## src/rtl/in_reg_skew.sv

```systemverilog
// Input skew feeder: lane k is delayed by k+1 advances to build the diagonal wavefront, then drained with zero fill.
// Optional IN_SKEW_LANE_VALID_EN adds out_lane_valid_o, a per-lane tag marking real input data.
module in_reg_skew #(
  parameter int I_WIDTH  = 8,
  parameter int F_WIDTH  = 8,
  parameter int N        = 3,
  parameter int FS_WIDTH = $clog2(N)
) (
  input  logic                             clk_i,
  input  logic                             out_reg_shift_rst_i,
  input  logic [N*(I_WIDTH+F_WIDTH)-1:0]   in_data_i,
  input  logic                             in_valid_i,
  output logic                             in_ready_o,
  input  logic                             last_i,
  input  logic [FS_WIDTH-1:0]              filter_size_i,
  input  logic                             filter_size_ld_i,
  output logic [N*(I_WIDTH+F_WIDTH)-1:0]   out_data_o,
`ifdef IN_SKEW_LANE_VALID_EN
  output logic [N-1:0]                     out_lane_valid_o,
`endif
  output logic                             out_valid_o,
  output logic                             busy_o,
  output logic                             done_o
);

  localparam int W = I_WIDTH + F_WIDTH;

  typedef enum logic [1:0] {
    S_IDLE   = 2'd0,
    S_STREAM = 2'd1,
    S_FLUSH  = 2'd2,
    S_DONE   = 2'd3
  } state_t;

  state_t              r_state;
  logic [FS_WIDTH-1:0] r_fs;
  logic [FS_WIDTH-1:0] r_cnt;
  logic                r_ready;
  logic                r_busy;
  logic                r_done;
  logic                r_out_vld;

  logic                w_acc;
  logic                w_adv;
  logic [FS_WIDTH-1:0] w_fs_clamp;

  assign w_acc      = in_valid_i & r_ready;
  assign w_adv      = w_acc | (r_state == S_FLUSH);
  assign w_fs_clamp = (filter_size_i > FS_WIDTH'(N-1)) ? FS_WIDTH'(N-1) : filter_size_i;

  assign in_ready_o  = r_ready;
  assign busy_o      = r_busy;
  assign done_o      = r_done;
  assign out_valid_o = r_out_vld;

  always_ff @(posedge clk_i or posedge out_reg_shift_rst_i) begin
    if (out_reg_shift_rst_i) begin
      r_state   <= S_IDLE;
      r_fs      <= '0;
      r_cnt     <= '0;
      r_ready   <= 1'b1;
      r_busy    <= 1'b0;
      r_done    <= 1'b0;
      r_out_vld <= 1'b0;
    end else begin
      r_out_vld <= w_adv;
      r_done    <= 1'b0;
      case (r_state)
        S_IDLE: begin
          if (filter_size_ld_i) r_fs <= w_fs_clamp;
          if (w_acc) begin
            r_busy <= 1'b1;
            if (!last_i) begin
              r_state <= S_STREAM;
            end else if (r_fs == '0) begin
              r_state <= S_DONE;
              r_done  <= 1'b1;
              r_ready <= 1'b0;
            end else begin
              r_state <= S_FLUSH;
              r_cnt   <= r_fs;
              r_ready <= 1'b0;
            end
          end
        end
        S_STREAM: begin
          if (w_acc && last_i) begin
            r_ready <= 1'b0;
            if (r_fs == '0) begin
              r_state <= S_DONE;
              r_done  <= 1'b1;
            end else begin
              r_state <= S_FLUSH;
              r_cnt   <= r_fs;
            end
          end
        end
        S_FLUSH: begin
          r_cnt <= r_cnt - FS_WIDTH'(1);
          if (r_cnt == FS_WIDTH'(1)) begin
            r_state <= S_DONE;
            r_done  <= 1'b1;
          end
        end
        default: begin
          r_state <= S_IDLE;
          r_busy  <= 1'b0;
          r_ready <= 1'b1;
        end
      endcase
    end
  end

  // Only accepted words on active lanes enter a line; flush and inactive lanes shift in zero.
  for (genvar k = 0; k < N; k++) begin : g_lane
    logic [W-1:0] r_dl [0:k];
    logic         w_live;

    assign w_live = w_acc && (k <= int'(r_fs));

    always_ff @(posedge clk_i or posedge out_reg_shift_rst_i) begin
      if (out_reg_shift_rst_i) begin
        for (int j = 0; j <= k; j++) r_dl[j] <= '0;
      end else if (w_adv) begin
        r_dl[0] <= w_live ? in_data_i[k*W +: W] : '0;
        for (int j = 1; j <= k; j++) r_dl[j] <= r_dl[j-1];
      end
    end

    assign out_data_o[k*W +: W] = r_dl[k];

`ifdef IN_SKEW_LANE_VALID_EN
    logic [k:0] r_tag;

    always_ff @(posedge clk_i or posedge out_reg_shift_rst_i) begin
      if (out_reg_shift_rst_i) begin
        r_tag <= '0;
      end else if (w_adv) begin
        r_tag[0] <= w_live;
        for (int j = 1; j <= k; j++) r_tag[j] <= r_tag[j-1];
      end
    end

    assign out_lane_valid_o[k] = r_tag[k];
`endif
  end

endmodule

```

## config.mk

```make
export PLATFORM = sky130hd
export DESIGN_NAME = in_reg_skew
export DESIGN_NICKNAME = d
export VERILOG_FILES = /design/src/rtl/in_reg_skew.sv
export SDC_FILE = /design/constraint.sdc
export NUM_CORES = 1
export LEC_CHECK = 0
export CORE_ASPECT_RATIO = 1.5
export CORE_UTILIZATION = 44
export CTS_CLUSTER_DIAMETER = 120
export DETAILED_ROUTE_END_ITERATION = 10
export GPL_TIMING_DRIVEN = 0
export PLACE_DENSITY = 0.72
export SYNTH_ARGS = -nofsm -noshare
export SYNTH_HDL_FRONTEND = slang
export SYNTH_SLANG_ARGS = --single-unit
```

## constraint.sdc

```tcl
create_clock -name clk_i -period 5.25 [get_ports clk_i]
set_clock_uncertainty 0.05 [all_clocks]
set_input_delay 1.575 -clock clk_i [delete_from_list [all_inputs] [get_ports clk_i]]
set_output_delay 1.575 -clock clk_i [all_outputs]
set_load 0.005 [all_outputs]
```

==> run_1/placement.png <==
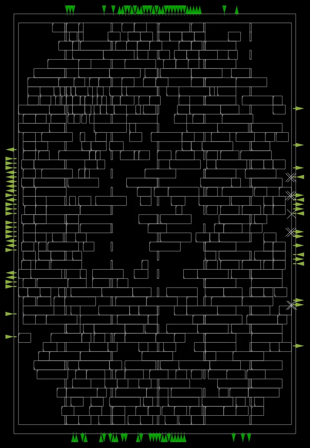
seq_cells: 106
Util after Layout: 61.42%
Seq area share: 44.34%

==> run_1/clk_routes.png <==
The bar under the picture is 20 um long.
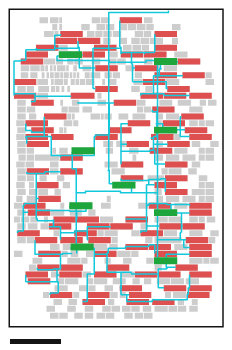
- cyan: clock wires (length 1220 um)
- red: flip-flops (count 106)
- green: clock drivers (count 9)
- routed clock nets: 10
clk latency late pin: 0.34 ns
Clock Power Share: 19.6%
Clock net power: 0.684 mW

==> run_1/detail.png <==
Region (22, 18) to (62, 58) um. Cells in gray, sequential cells in the stronger gray; small squares are vias.
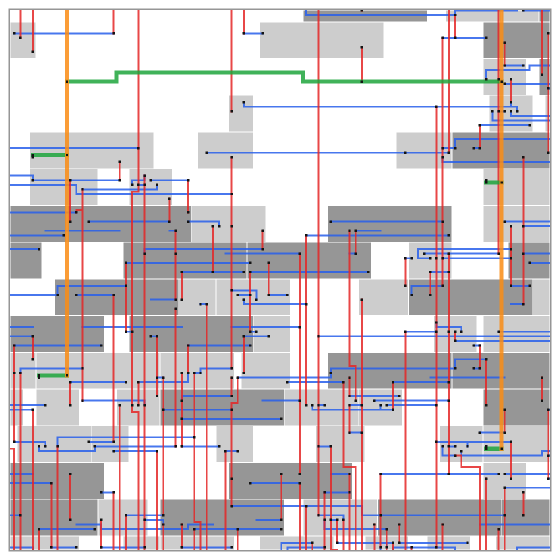
- green: metal 3
- red: metal 2
- blue: metal 1
- orange: metal 4
- netlist names of flops here include: g_lane.r_dl (13), out_data_o (6)
- cells with their middle in the window: 55
- most frequent: dfrtp_1 (19), a22o_1 (11), mux2_4 (7)
- sequential cells in the window: 19

==> run_1/wires.png <==
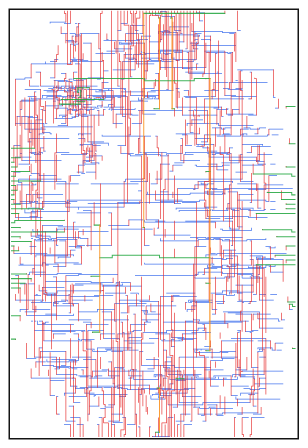
- green: metal 3 (wire length 344 um)
- orange: metal 4 (wire length 239 um)
- red: metal 2 (wire length 4430 um)
- blue: metal 1 (wire length 3660 um)
total global-route track usage: 17.69%
via count: 2731

[run 1: power by group through the flow]
stage | Sequential [mW] | Combinational [mW] | Clock, mW
6_report | 1.36 | 1.44 | 0.684
2_1_floorplan | 1.32 | 0.963 | 0
5_1_grt | 1.41 | 1.55 | 0.729
3_3_place_gp | 1.35 | 1.42 | 0
4_1_cts | 1.37 | 1.46 | 0.700
3_5_place_dp | 1.37 | 1.46 | 0
[run 1: kinds of logic (layout without fill, tap and decap cells)]
group | Yosys count | count (layout)
flip-flops | 106 | 106
AND/OR/NAND/NOR | 22 | 22
adder cells (fa/ha/maj) | 5 | 5
multiplexers | 51 | 51
buffers and inverters | 55 | 178
AND-OR/OR-AND | 61 | 61
==> impl_metrics.yaml, run 1 <==
# yosys + openroad results
timing:
  setup_viol: 0
  tightestPinTransition_ns: 0.6420
  fmaxAchievable_mhz: 328.2
  whs_ns: 0.4359
  slew_violations: 0
  finalWorstSetupSlack_ns: 2.203
route:
  post-route-drc-count: 9
  wl_met2_um: 4433
  drt_iter0_markers: 137
  highest_layer: "met4"
  final_antenna_net_count: 0
  drt-pass1-iter-count: 7
synth:
  synth_cell_types: 32
  synth-simple-area-share_pct: 2.421
  xor_area_share_pct: 0
  synthArstFlopShare_pct: 100.0
  ys_sh_mux_pct: 16.36
  yosysChipArea_mm2: 0.004444
  ys_ff: 106
  synth.logic.top_family: "multiplexers"
  aoi_share_pct: 11.37
critical_path:
  path_depth: 1
  reg2reg_depth: 6
  worstSetupEndpointType: "primary output"
  startpoint_type: "register"
  r2r_end: "r_cnt[0]"
  path_max_fanout: 6
  crit_type: "reg2out"
cells_and_area:
  drive_gt1_share_pct: 27.42
  nClkBuffers: 11
  bufAreaShareNonClock_pct: 24.23
  num-multi-input-gates: 139
  combGateArea_mm2: 0.001403
  stdcell_count: 538
  largest_reg_flops: 64
  syn2layout_area_growth_pct: 34.66
  diodes: 0
  final_common_cell: "clkdlybuf4s50_1"
  clk_share_pct: 5.101
cts:
  cts_tree: "yes"
  clk_pin_slew_ns: 0.07
  numCtsBuffers: 9
  cts-hold-fix-buffers: 0
  cts.sinks: 106
hold_path:
  hp-class: "reg2reg"
  hold_path_depth: 2
outcome:
  run_status: "complete, but fails checks"
  violations: "DRC"
placed_design:
  dpl_cell_area_mm2: 0.005679
  io_buffers: 106
  place_ws_ns: 1.833
grt:
  gr-total-overflow: 0
  grt_max_degree: 67
flow_run:
  warnings: 29
pwr:
  p_switching_mw: 1.009
  p_total_mw: 3.485
  p_int_mw: 2.476
floorplan:
  fp.dieH_um: 125.1
  fp-utilization_pct: 45.61
  dieWidth_um: 84.06
==> run 2, diff against run 1 <==
==> constraint.sdc (replaced) <==
create_clock -name clk_i -period 3 [get_ports clk_i]
set_clock_uncertainty 0.05 [all_clocks]
set_input_delay 0.9 -clock clk_i [delete_from_list [all_inputs] [get_ports clk_i]]
set_output_delay 0.9 -clock clk_i [all_outputs]
set_load 0.005 [all_outputs]
==> run_2/placement.png <==
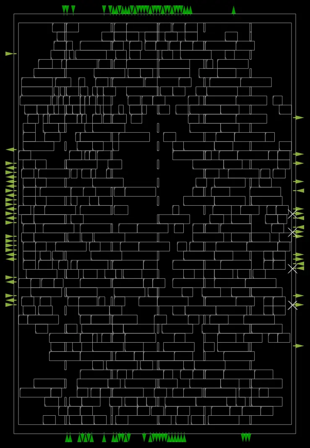
core area: 0.009744 mm2
Well Taps: 115
Seq area share: 44.51%
number of fillers in the final layout: 766
row count: 44

==> run_2/clk_routes.png <==
The bar under the picture is 20 um long.
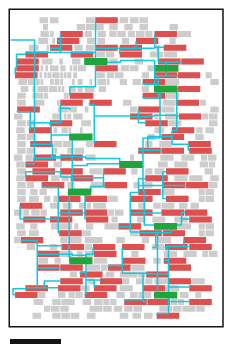
- cyan: clock wires (length 1200 um)
- green: clock drivers (count 9)
- red: flip-flops (count 106)
- flops lie: spread over the die
Clock Power Share: 17.9%
Clock net power: 1.07 mW

==> run_2/detail.png <==
Region (22, 18) to (62, 58) um. Cells in gray, sequential cells in the stronger gray; small squares are vias.
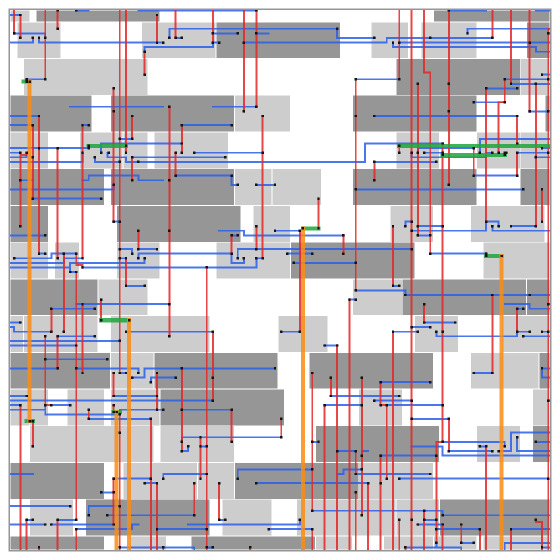
- green: metal 3
- orange: metal 4
- blue: metal 1
- red: metal 2
- netlist names of flops here include: g_lane.r_dl (12), out_data_o (9)
- cells with their middle in the window: 66
- most frequent: dfrtp_1 (21), a22o_1 (12), mux2_4 (10)
- sequential cells in the window: 21

==> run 2 against run 1 <==
Against the previous run: the flow still finishes with violations (DRC); via count shrank 1.2%; synthesized cell count is the same; count of clock-buffer cells in the layout is the same; clock power grew 56%; die area is the same; flip-flop count is the same; wire length shrank 1.6%; critical path depth is the same; register-to-register slack lost 2.3 ns; critical path type unchanged.
==> impl_metrics.yaml, run 2 <==
# yosys + openroad results
outcome:
  run_status: "complete, but fails checks"
  violations: "DRC"
cells_and_area:
  diodes: 0
  drive_gt1_share_pct: 27.42
  num-multi-input-gates: 139
  clk_share_pct: 4.512
  bufAreaShareNonClock_pct: 24.53
  nClkBuffers: 11
  final_util_pct: 61.18
  combGateArea_mm2: 0.001403
  syn2layout_area_growth_pct: 34.15
  largest_reg_flops: 64
  final_common_cell: "clkdlybuf4s50_1"
  stdcell_count: 538
pwr:
  p_seq_mw: 2.38
  p_total_mw: 5.961
  p_int_mw: 4.240
  p_switching_mw: 1.721
  comb_power_mw: 2.51
cts:
  cts-hold-fix-buffers: 0
  numCtsBuffers: 9
  clk_latency_ns: 0.34
  cts.sinks: 106
  cts_tree: "yes"
synth:
  ys_ff: 106
  synth_cell_types: 32
  ys_sh_mux_pct: 16.36
  yosysMostFrequentCell: "dfrtp_1"
  xor_area_share_pct: 0
  synth.logic.top_family: "multiplexers"
  synthArstFlopShare_pct: 100.0
  synth-simple-area-share_pct: 2.421
  aoi_share_pct: 11.37
  yosysChipArea_mm2: 0.004444
critical_path:
  worstSetupEndpointType: "primary output"
  startpoint_type: "register"
  cpPeakStageDelay_ns: 0.56
  crit_type: "reg2out"
  path_max_fanout: 6
grt:
  gr-total-overflow: 0
  met2_usage_pct: 27.19
  grt_max_degree: 44
  grt_use_total_pct: 17.56
timing:
  fmaxAchievable_mhz: 421.8
  setup_viol: 0
  slew_violations: 0
  tightestPinTransition_ns: 0.5912
  whs_ns: 0.4515
  finalWorstSetupSlack_ns: 0.6294
floorplan:
  fp.dieH_um: 125.1
  fp-utilization_pct: 45.61
placed_design:
  place_ws_ns: 0.3230
  dpl_cell_area_mm2: 0.005693
route:
  drt-pass1-iter-count: 7
  drt_iter0_markers: 110
  post-route-drc-count: 8
  final_antenna_net_count: 0
  highest_layer: "met4"
hold_path:
  hp-class: "reg2reg"
flow_run:
  warnings: 29
[run 2: cell count changes in the layout (fill, tap and decap cells not counted)]
| cell | previous run | this run |
|---|---|---|
| buf_12 | 0 | 2 |
| inv_4 | 1 | 0 |
| buf_16 | 1 | 0 |
| bufinv_16 | 1 | 0 |
| clkinv_4 | 1 | 0 |
| clkinv_2 | 0 | 2 |
[run 2: path summary, 6_finish.rpt]
check	start	to	cells after the start
max	in_ready_o	in_ready_o	1
min	g_lane[0].r_dl[15]	g_lane[0].r_dl[15]	1
max reg2reg	r_state[0]	r_state[0]	5
min reg2reg	g_lane[0].r_dl[15]	g_lane[0].r_dl[15]	1
max in group asynchronous	out_reg_shift_rst_i	in_ready_o	3
min in group asynchronous	out_reg_shift_rst_i	g_lane[2].r_dl[37]	2
==> run 3, diff against run 2 <==
--- a/config.mk
+++ b/config.mk
@@ -10,7 +10,7 @@
 export CTS_CLUSTER_DIAMETER = 120
 export DETAILED_ROUTE_END_ITERATION = 10
 export GPL_TIMING_DRIVEN = 0
-export PLACE_DENSITY = 0.72
+export PLACE_DENSITY = 0.75
 export SYNTH_ARGS = -nofsm -noshare
 export SYNTH_HDL_FRONTEND = slang
 export SYNTH_SLANG_ARGS = --single-unit
==> constraint.sdc (replaced) <==
create_clock -name clk_i -period 2.1 [get_ports clk_i]
set_clock_uncertainty 0.05 [all_clocks]
set_input_delay 0.63 -clock clk_i [delete_from_list [all_inputs] [get_ports clk_i]]
set_output_delay 0.63 -clock clk_i [all_outputs]
set_load 0.005 [all_outputs]
==> run_3/detail.png <==
Region (22, 18) to (62, 58) um. Cells in gray, sequential cells in the stronger gray; small squares are vias.
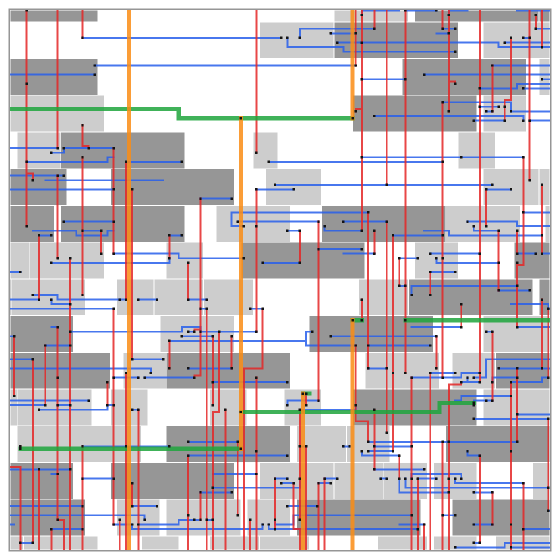
- orange: metal 4
- green: metal 3
- blue: metal 1
- red: metal 2
- netlist names of flops here include: g_lane.r_dl (15), out_data_o (7)
- most frequent: dfrtp_1 (22), mux2_4 (11), a22o_1 (9)
- sequential cells in the window: 22
- cells with their middle in the window: 62

==> run_3/layer_met3.png <==
The bar under the picture is 20 um long.
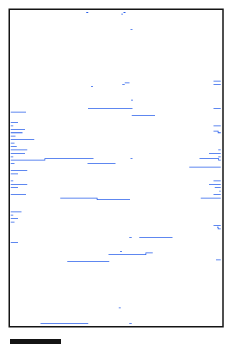
- longest straight run: 19.1 um
- wire length on this layer: 316 um
via count: 2671
Detailed Route WL: 8769 um
M3 GR Usage: 4.290%

==> run_3/placement.png <==
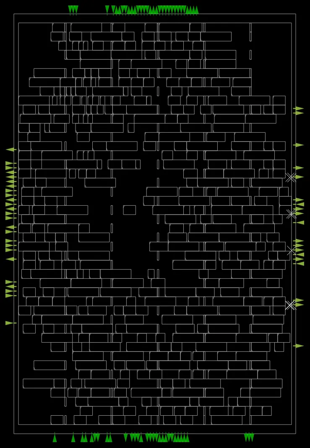
number of fillers in the final layout: 757
Seq area share: 44.38%
Final Non-Filler Cells: 539

==> run 3 against run 2 <==
Against the previous run: the run still ends with DRC left; sequential power increased by 43%; power increased by 44%; setup slack got worse by 0.54 ns; count of clock-buffer cells in the layout decreased by 2; non-clock buffer count unchanged; worst hold slack got worse by 0.0023 ns; flip-flop count unchanged; design area increased by 0.29%; via count decreased by 1.0%; synthesized cell count unchanged.
==> impl_metrics.yaml, run 3 <==
# yosys + openroad results
pwr:
  p_switching_mw: 2.561
  pg_clk_mw: 1.60
  comb_power_mw: 3.59
  p_int_mw: 6.044
  p_clk_share_pct: 18.6
floorplan:
  coreArea_mm2: 0.009744
  rows: 44
  fp-utilization_pct: 45.61
critical_path:
  path_depth: 7
  cpPeakStageDelay_ns: 0.53
  path_max_fanout: 10
  crit_path_end: "out_data_o[44]"
  r2r_start: "r_state[0]"
  startpoint_type: "input port"
  r2r_end: "r_cnt[0]"
  startpoint: "in_valid_i"
hold_path:
  hp-start: "r_cnt[1]"
  hold_path_depth: 2
  hp-class: "reg2reg"
synth:
  synth_cell_types: 32
  synth.logic.top_family: "multiplexers"
  synth-simple-area-share_pct: 2.421
  xor_area_share_pct: 0
  yosysMostFrequentCell: "dfrtp_1"
  ys_ff: 106
  ys_sh_mux_pct: 16.36
route:
  post-route-drc-count: 8
  drt_iter0_markers: 140
  final_antenna_net_count: 0
  drt-pass1-iter-count: 7
grt:
  met2_usage_pct: 29.70
  grt_max_degree: 46
  gr-total-overflow: 0
  grt_use_total_pct: 17.97
timing:
  tightestPinTransition_ns: 0.5131
  fmaxAchievable_mhz: 498.2
  setup_viol: 0
outcome:
  violations: "DRC"
  run_status: "complete, but fails checks"
cells_and_area:
  combGateArea_mm2: 0.001405
  final_util_pct: 61.36
  largest_reg_flops: 64
  syn2layout_area_growth_pct: 34.54
  drive_gt1_share_pct: 28.07
  diodes: 0
cts:
  cts.sinks: 106
  cts_tree: "yes"
  cts-hold-fix-buffers: 0
flow_run:
  warnings: 29
==> run 3: area by class of cell <==
class | instances | share of cell area [%]
clock inverters | 7 | 1.004
repair buffers | 108 | 18.39
multi-input cells | 139 | 23.50
well taps | 115 | 2.406
flip-flops and latches | 106 | 44.38
clock buffers | 9 | 3.766
plain buffers | 48 | 6.047
inverters | 7 | 0.5022
==> run 3: metrics by stage <==
stage               setup WS, ns  TNS (ns)  power [mW]  hold WS [ns]  cells
CTS                      0.06989         0       8.722        0.4548    539
global placement         -0.8151   -103.57       6.914        0.4148    521
detailed placement       -0.3704    -20.35       7.082        0.4308    523
floorplan                 0.1473         0       5.706        0.3998    300
global route             0.02989         0       9.141        0.4705    539
finish                   0.09259         0       8.605        0.4492    539
Power is estimated from default activity; no workload was simulated.
